## src/rtl/id_ex_pipe_reg_pkg.sv

```systemverilog
// id_ex_pipe_reg_pkg: shared widths and pipeline-stage FSM encodings for the ID/EX register
package id_ex_pipe_reg_pkg;
    localparam int DEFAULT_REG_ADDRESS_LENGTH = 5;
    localparam int ALU_OP_WIDTH = 4;
    typedef enum logic [1:0] {
        RUN    = 2'd0,
        BUBBLE = 2'd1,
        HOLD   = 2'd2
    } pipeStateT;
endpackage

```

## src/rtl/id_ex_pipe_reg_load_use_detect.sv

```systemverilog
// load_use_detect: flags an ID instruction that reads the destination of a load sitting in EX
module load_use_detect
    import id_ex_pipe_reg_pkg::*;
#(
    parameter int REG_ADDRESS_LENGTH = DEFAULT_REG_ADDRESS_LENGTH
) (
    input  logic                          exValid,
    input  logic                          exMemRead,
    input  logic [REG_ADDRESS_LENGTH-1:0] exDest,
    input  logic                          idValid,
    input  logic [REG_ADDRESS_LENGTH-1:0] idRs,
    input  logic [REG_ADDRESS_LENGTH-1:0] idRt,
    output logic                          luHit
);
    // r0 is hardwired zero, so a load targeting it can never create a dependency
    assign luHit = exValid & exMemRead & (exDest != '0) & idValid & ((exDest == idRs) | (exDest == idRt));
endmodule

```

## src/rtl/id_ex_pipe_reg.sv

```systemverilog
// id_ex_pipe_reg: ID/EX pipeline register with flush, external stall and load-use bubble insertion
module id_ex_pipe_reg
    import id_ex_pipe_reg_pkg::*;
#(
    parameter int REG_ADDRESS_LENGTH = DEFAULT_REG_ADDRESS_LENGTH,
    parameter int DATA_WIDTH = 32
) (
    input  logic                          clk,
    input  logic                          rst,
    input  logic                          id_valid,
    input  logic [REG_ADDRESS_LENGTH-1:0] id_rs,
    input  logic [REG_ADDRESS_LENGTH-1:0] id_rt,
    input  logic [REG_ADDRESS_LENGTH-1:0] id_rd,
    input  logic [DATA_WIDTH-1:0]         id_rs_data,
    input  logic [DATA_WIDTH-1:0]         id_rt_data,
    input  logic [DATA_WIDTH-1:0]         id_imm,
    input  logic                          id_reg_write,
    input  logic                          id_mem_read,
    input  logic                          id_mem_write,
    input  logic                          id_mem_to_reg,
    input  logic                          id_alu_src,
    input  logic                          id_reg_dst,
    input  logic [ALU_OP_WIDTH-1:0]       id_alu_op,
    input  logic                          flush,
    input  logic                          ext_stall,
    output logic                          ex_valid,
    output logic                          ex_reg_write,
    output logic                          ex_mem_read,
    output logic                          ex_mem_write,
    output logic                          ex_mem_to_reg,
    output logic                          ex_alu_src,
    output logic [ALU_OP_WIDTH-1:0]       ex_alu_op,
    output logic [REG_ADDRESS_LENGTH-1:0] ex_rs,
    output logic [REG_ADDRESS_LENGTH-1:0] ex_rt,
    output logic [REG_ADDRESS_LENGTH-1:0] ex_dest,
    output logic [DATA_WIDTH-1:0]         ex_rs_data,
    output logic [DATA_WIDTH-1:0]         ex_rt_data,
    output logic [DATA_WIDTH-1:0]         ex_imm,
    output logic                          hold_if_id,
    output logic                          lu_stall
);
    pipeStateT state, nextState;
    logic luHit, advance, issue;

    load_use_detect #(.REG_ADDRESS_LENGTH(REG_ADDRESS_LENGTH)) uLoadUseDetect (
        .exValid   (ex_valid),
        .exMemRead (ex_mem_read),
        .exDest    (ex_dest),
        .idValid   (id_valid),
        .idRs      (id_rs),
        .idRt      (id_rt),
        .luHit     (luHit)
    );

    // flush overrides a freeze; a flush or a load-use hit turns the slot into a bubble
    assign advance = flush | ~ext_stall;
    assign issue = id_valid & ~flush & ~luHit;
    assign lu_stall = (state == BUBBLE);

    // Next state and upstream freeze, priority flush > ext_stall > load-use
    always_comb begin
        nextState = RUN;
        hold_if_id = 1'b0;
        if (!flush && ext_stall) begin
            nextState = HOLD;
            hold_if_id = 1'b1;
        end else if (!flush && luHit) begin
            nextState = BUBBLE;
            hold_if_id = 1'b1;
        end
    end

    // State register
    always_ff @(posedge clk or posedge rst) begin
        if (rst) state <= RUN;
        else state <= nextState;
    end

    // EX-stage fields: controls are zeroed for bubbles, data is loaded regardless
    always_ff @(posedge clk or posedge rst) begin
        if (rst) begin
            ex_valid      <= 1'b0;
            ex_reg_write  <= 1'b0;
            ex_mem_read   <= 1'b0;
            ex_mem_write  <= 1'b0;
            ex_mem_to_reg <= 1'b0;
            ex_alu_src    <= 1'b0;
            ex_alu_op     <= '0;
            ex_rs         <= '0;
            ex_rt         <= '0;
            ex_dest       <= '0;
            ex_rs_data    <= '0;
            ex_rt_data    <= '0;
            ex_imm        <= '0;
        end else if (advance) begin
            ex_valid      <= issue;
            ex_reg_write  <= issue & id_reg_write;
            ex_mem_read   <= issue & id_mem_read;
            ex_mem_write  <= issue & id_mem_write;
            ex_mem_to_reg <= issue & id_mem_to_reg;
            ex_alu_src    <= issue & id_alu_src;
            ex_alu_op     <= issue ? id_alu_op : '0;
            ex_rs         <= id_rs;
            ex_rt         <= id_rt;
            ex_dest       <= id_reg_dst ? id_rd : id_rt;
            ex_rs_data    <= id_rs_data;
            ex_rt_data    <= id_rt_data;
            ex_imm        <= id_imm;
        end
    end
endmodule

```

## config.mk

```make
export PLATFORM = sky130hd
export DESIGN_NAME = id_ex_pipe_reg
export DESIGN_NICKNAME = d
export VERILOG_FILES = /design/src/rtl/id_ex_pipe_reg_pkg.sv /design/src/rtl/id_ex_pipe_reg_load_use_detect.sv /design/src/rtl/id_ex_pipe_reg.sv
export SDC_FILE = /design/constraint.sdc
export NUM_CORES = 1
export LEC_CHECK = 0
export ABC_AREA = 1
export CAP_MARGIN = 30
export CORE_MARGIN = 4
export CORE_UTILIZATION = 36
export DETAILED_ROUTE_END_ITERATION = 10
export PLACE_DENSITY = 0.73
export REMOVE_ABC_BUFFERS = 1
export SETUP_SLACK_MARGIN = 0.3
export SYNTH_ARGS = -nofsm -noshare
export SYNTH_HDL_FRONTEND = slang
export SYNTH_SLANG_ARGS = --single-unit
```

## constraint.sdc

```tcl
create_clock -name clk -period 3.96 [get_ports clk]
set_clock_uncertainty 0.1 [all_clocks]
set_input_delay 0.792 -clock clk [delete_from_list [all_inputs] [get_ports clk]]
set_output_delay 0.792 -clock clk [all_outputs]
set_load 0.1 [all_outputs]
```

==> changes_impl.md <==
## Flow update

- Ys Warns: 0
- P per Cell Area: approximately 540 nW/um^2
- Row cnt: roughly 42
- Yosys Instances: 571
- Fillers: between 1000 and 1500
- Chip area: between 15000 and 20000 sq um
- Worst R2R Setup Slack: roughly 2200 ps
- Pre-CTS setup slack: about 400 ps
- Fmax: approximately 0.29 GHz
- Post-CTS setup buffers: 0
- Final hold violation count: 0
- GR Overflow Total: 0
- Post-synth regs: about 120
- Chip Area, Yosys: about 4900 sq um
- Yosys cell types: 16
- CTS tree: done
- Drt total wl: 14.1 mm
- Startpoint type of the worst setup path: input port
- RD Place Congestion: 0.795
- CP max FO: 12
- Final Max Slew Viols: 0
- CTS max path bufs: 2
- Post-synth seq share: 63.3%
- Clk slew on worst S/H paths: ~50 ps
- Tot GR Track Use: a little under a fifth
- Netlist Area Pre-Place: about 4900 sq um
- Post-DP HPWL: ~10 mm
- Post-route setup slack: 476 ps
- Layout cells sized above 1: 4.59%
- P&R area growth vs syn: 68.4%
- Leakage Power: 4.00 nW
- Largest net degree at the start of global routing: 110
- Storage cell area: between 3000 and 4000 sq um
- Max-cap violations: 0
- Period minus WS final: 3480 ps
- RSZ-0062 raised after global routing: no
- Crit share post-route: a little under 90%
- Max-slew headroom: between 30% and 40%
- Residual DRC: 0
- Cts repair resizes: 0
- Setup Viol. Count Final: 0
- WS Path Type: input port to output pin
- DR WL/cell: 14.1 microns
- Total CTS buffers: 17
- Top Ports: 249
- First-pass GRT wire length: around 22 mm
- Initial antenna violation count: 0
- Post-route ant nets: 0
- Iteration tally of the first detailed-router pass: 5
- Top Registers: ex_imm: 32 flops, ex_rs_data: 32 flops, ex_rt_data: 32 flops
- Status: finished clean
- Comb area: between 1500 and 2000 sq um
- DR iter-0 viols: 224
- CTS H-tree lvls: 4
- Syn Inst Count: between 500 and 600
- Setup crit end kind: output pin
- Worst VDD drop: approximately 0.28 mV
- Hold slack final: 374 ps
- Tool warnings: 26
- Syn Area/Cell: ~8.5 sq um
- Worst hold path class: flip-flop to flip-flop
- Clock tree root buffer cell: clkbuf_16
- Worst EP arrival: 2590 ps
- Post-CTS Hold Buffers: 0
- Latency at later pin: roughly 400 ps
- Nets@finish: around 940
- Critical Path RT: roughly 3100 ps
- # diodes: 0
- DR vias: roughly 4500
- CTS sink count: between 100 and 150
- Vias in the first global route: about 4500
- Worst Tran Pin Value: around 1000 ps
- Post-DR vias/cell: about 4.5
-- placed cells by master (no fill, tap or decap), drive strengths merged, types with 5 or more instances in the layout --
| cell | netlist | routed |
|---|---|---|
| clkdlybuf4s50 | 0 | 247 |
| nor2 | 9 | 9 |
| clkbuf | 3 | 24 |
| nand3 | 11 | 11 |
| buf | 24 | 6 |
| bufinv | 0 | 5 |
| inv | 20 | 19 |
| o21ai | 16 | 16 |
| nand2 | 357 | 357 |
| dfrtp | 123 | 123 |
-- critical path: stages --
cell and delay [ps]:
clkdlybuf4s50_1 480, nor2_1 160, nor2_1 60, nor2_1 140, nand3_1 90, nand2_1 100
nand2_1 250, o21ai_1 310, buf_12 210
-- power breakdown --
| group | internal, W | switching [W] |
|---|---|---|
| registers | 0.00136 | 0.0000611 |
| clock network | 0.00118 | 0.000506 |
| logic | 0.000333 | 0.000962 |
-- area by class of cell --
| class | instances | share of cell area (%) |
|---|---|---|
| clock inverter | 7 | 1.96 |
| timing repair buffer | 253 | 31.5 |
| clock buffer | 24 | 6.01 |
| multi-input combinational | 401 | 19.3 |
| tap | 176 | 2.69 |
| inverter | 20 | 0.963 |
| sequential | 123 | 37.6 |
-- worst paths after layout --
check	startpoint	end	depth (start not counted)
max	id_rt[0]	hold_if_id	9
min	ex_rt[0]	ex_rt[0]	2
max reg2reg	ex_dest[0]	state[0]	7
min reg2reg	ex_rt[0]	ex_rt[0]	2
max in group asynchronous	rst	ex_rt_data[7]	3
min in group asynchronous	rst	ex_rs_data[17]	2
-- cells by family (layout without fill, tap and decap cells) --
kind of cell,Yosys count,in the layout,synth area share (%)
DFF,123,123,63.3
and+or+nand+nor,381,381,30.2
buffers and inverters,47,304,4.17
AOI/OAI and AO/OA,18,18,1.96
xor gates and xnor gates,2,2,0.361
-- per-layer routing --
metal  share of wire [%]  global-route usage [%]
met4                 2.5                    8.01
met1                  40                    22.0
met5                   0                       0
met2                  48                    29.7
met3                 9.3                    7.90
-- Yosys cell counts --
library cell | instances | area [sq um]
nor2_1 | 8 | 30.0
nand2_1 | 357 | 1340
o21ai_0 | 16 | 80.1
xnor2_1 | 2 | 17.5
inv_1 | 20 | 75.1
clkbuf_1 | 3 | 11.3
nor3b_2 | 1 | 12.5
nand3_1 | 11 | 55.1
buf_2 | 18 | 90.1
nor3_1 | 1 | 5.00
nor2_4 | 1 | 11.3
nand4_1 | 2 | 12.5
dfrtp_1 | 123 | 3080
o211ai_1 | 2 | 15.0
buf_4 | 1 | 7.51
buf_1 | 5 | 18.8
-- per-stage QoR --
step | total power (W) | TNS [ps] | utilization (%) | area, sq um | std cells
floorplan | 0.00232 | -53480 | - | 4730 | 544
global placement | 0.00273 | 0 | 56.5 | 7480 | 971
detailed placement | 0.00274 | 0 | 56.7 | 7510 | 972
CTS | 0.00444 | 0 | 61.6 | 8160 | 1003
global route | 0.00456 | 0 | 61.8 | 8180 | 1004
finish | 0.00440 | 0 | 61.8 | 8180 | 1004
pinout.png
Scale: 3 px per micron. Pins as bars across the die edge, other pins in gray.
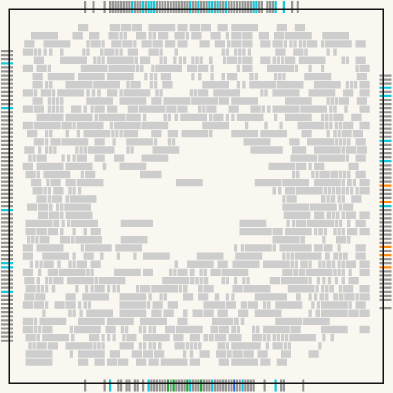
| port | color | pins | direction | edge |
|---|---|---|---|---|
| `ex_alu_op` | green | 4 | output | bottom |
| `id_imm` | cyan | 32 | input | 15 top, 6 left, 6 bottom, 5 right |
| `id_rt` | orange | 5 | input | right |
| `ex_mem_to_reg` | blue | 1 | output | bottom |
all pins by edge: 72 left, 66 top, 57 right, 54 bottom
port bufs: 248
die height: 124 microns
chip width: 124 microns

util_map.png
Scale: 3 px per micron. 12 x 12 tiles, from black (low) to pale yellow (high), 0 to 100% covered.
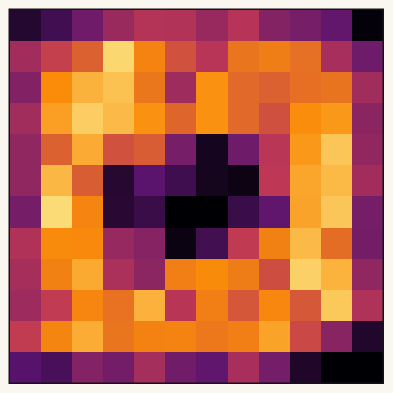
mean over tiles: 52%
fullest tile: 92%
emptiest ninth of the die: middle
nearly empty tiles: 3.5%
tiles over 75% full: 19%
fin util: 61.8%
Core ar.: 13200 sq um
Init Core Util: 36.7%

Power figures rest on the tool's default switching activity, not on a simulated workload.
